==> config.mk <==
export PLATFORM = sky130hd
export DESIGN_NAME = fetch_unit
export DESIGN_NICKNAME = d
export VERILOG_FILES = /design/src/rtl/fetch_unit.sv
export SDC_FILE = /design/constraint.sdc
export NUM_CORES = 1
export LEC_CHECK = 0
export CAP_MARGIN = 25
export CORE_UTILIZATION = 49
export CTS_BUF_LIST = sky130_fd_sc_hd__clkbuf_8
export DETAILED_ROUTE_END_ITERATION = 10
export PLACE_DENSITY = 0.95
export SETUP_SLACK_MARGIN = 0.02
export SKIP_CTS_REPAIR_TIMING = 1
export SKIP_LAST_GASP = 1
export SYNTH_ARGS = -nofsm -noshare
export SYNTH_HDL_FRONTEND = slang
export SYNTH_SLANG_ARGS = --single-unit
==> constraint.sdc <==
create_clock -name clk -period 3.5 [get_ports clk]
set_input_delay 0.7 -clock clk [delete_from_list [all_inputs] [get_ports clk]]
set_output_delay 0.7 -clock clk [all_outputs]
set_load 0.01 [all_outputs]
**The metal 1 layer**

Supply wires on this layer in grey.
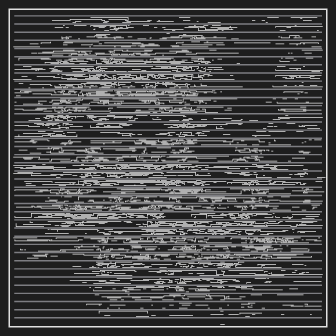
- wire length on this layer: 6740 um
- nets with wire on the layer: 747
routed vias: 5339
DRT Wirelength: 16300 um
global routing usage on met1: 0.371

**Signal wires on met2**

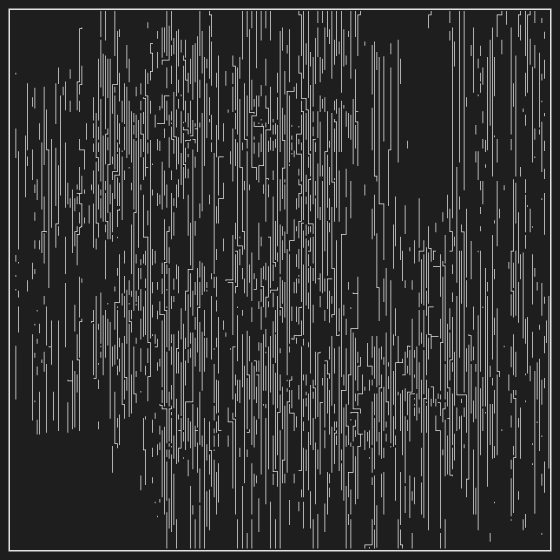
- nets with wire on the layer: 745
- wire length on this layer: 7790 um
met2 Track Usage GR: 0.508

==> summary.rpt <==
FLOORPLAN
--------------------------------------------------------------------------------
Total number of placement rows                                                37
Die Area                                                              11100 um^2
Horizontal die dimension                                                  105 um

FLOW RUN
--------------------------------------------------------------------------------
Number of warnings in the stage logs                                          26
Number of max-cap violations                                                   0

STA
--------------------------------------------------------------------------------
Endpoints failing hold                                                         0
Slew of the pin with the lowest slew margin                             0.958 ns
Period minus WS final                                                    3.17 ns
FMAX                                                                   0.316 GHz
Clock Skew                                                             0.0124 ns

YOSYS
--------------------------------------------------------------------------------
Synthesized registers                                                         66
Number of unique standard cell types used by synthesis                        63
Async SR Flop Fraction                                                      1.00
Leading area contributor after synthesis                            sky130_fd_sc_hd__dfrtp_1
Comb area leader                                                    simple AND/OR/NAND/NOR gates
Mux share                                                                 0.0682

FINAL LAYOUT
--------------------------------------------------------------------------------
Fraction of layout instances using a drive strength above 1                0.109
Final core utilization                                                     0.702
Total Nets Final                                                             859
Number of diodes                                                               0
Dominant logic cell types in the final layout                       sky130_fd_sc_hd__clkdlybuf4s50_1 (164), sky130_fd_sc_hd__dfrtp_1 (66), sky130_fd_sc_hd__nand2_1 (59)

GRT
--------------------------------------------------------------------------------
Number of antenna violations at the first check in global routing              0
Largest net degree at the start of global routing                             67
Number of global-route vias before repair                                   5197
Residual overflow from global routing                                          0
First-pass GRT wire length                                              26000 um

PLACE
--------------------------------------------------------------------------------
Total of buffers placed on input and output ports                            165

ROUTING
--------------------------------------------------------------------------------
Routed WL per cell                                                       18.2 um

HOLD PATH
--------------------------------------------------------------------------------
Min-Delay Path Depth                                                           1
Worst hold path type                                                flop to flop

SETUP PATH
--------------------------------------------------------------------------------
Critical path, cell by cell                                         clkdlybuf4s50_1 > ha_1 > inv_1 > fa_1 > and2b_4 > o2111ai_4 > a211oi_1 > o21bai_2 > o41ai_4 > or4_1 > nand3_1

PWR
--------------------------------------------------------------------------------
VDD IR max                                                              0.546 mV

CTS
--------------------------------------------------------------------------------
Maximum level of the CTS H-tree                                                3

RUN STATUS
--------------------------------------------------------------------------------
Outcome                                                             finished, final reports clean

-- metrics by stage --
stage	hold slack [ns]	power, mW	TNS [ns]	std cells
global route	0.535	6.57	0	899
global placement	0.457	5.35	0	883
detailed placement	0.468	5.45	-0.00853	883
CTS	0.482	6.13	0	899
floorplan	0.443	3.84	0	595
finish	0.480	6.16	0	899
-- critical path, delay by kind of cell --
kind	cells	cell delay, ns
AND/OR/NAND/NOR	3	0.53
buffers and inverters	2	0.51
AND-OR/OR-AND	4	1.13
adder cells (fa/ha/maj)	2	0.53
-- area by class of cell --
type / instances / area (um^2)
clock buffer: 11 / 151
clock inverter: 5 / 46.3
fill: 773 / 3080
inverter: 14 / 52.6
multi-input combinational: 485 / 3400
sequential: 66 / 1650
tap: 136 / 170
timing repair buffer: 182 / 1770
-- where the power goes --
part / total, mW / internal (mW) / switching [mW]
logic: 3.90 / 1.93 / 1.97
clock network: 0.648 / 0.359 / 0.289
registers: 1.61 / 1.13 / 0.485
-- cell families after synthesis --
| group | Yosys count |
|---|---|
| xor gates and xnor gates | 42 |
| AOI/OAI and AO/OA | 155 |
| muxes | 32 |
| DFF | 66 |
| buffers and inverters | 44 |
| and+or+nand+nor | 223 |
| adders and majority gates | 33 |
-- per-layer routing --
layer	GRT usage	routed length, um
met1	0.371	6740
met2	0.508	7790
met3	0.0550	1420
met4	0.132	391
met5	0	0
Power is estimated from default activity; no workload was simulated.
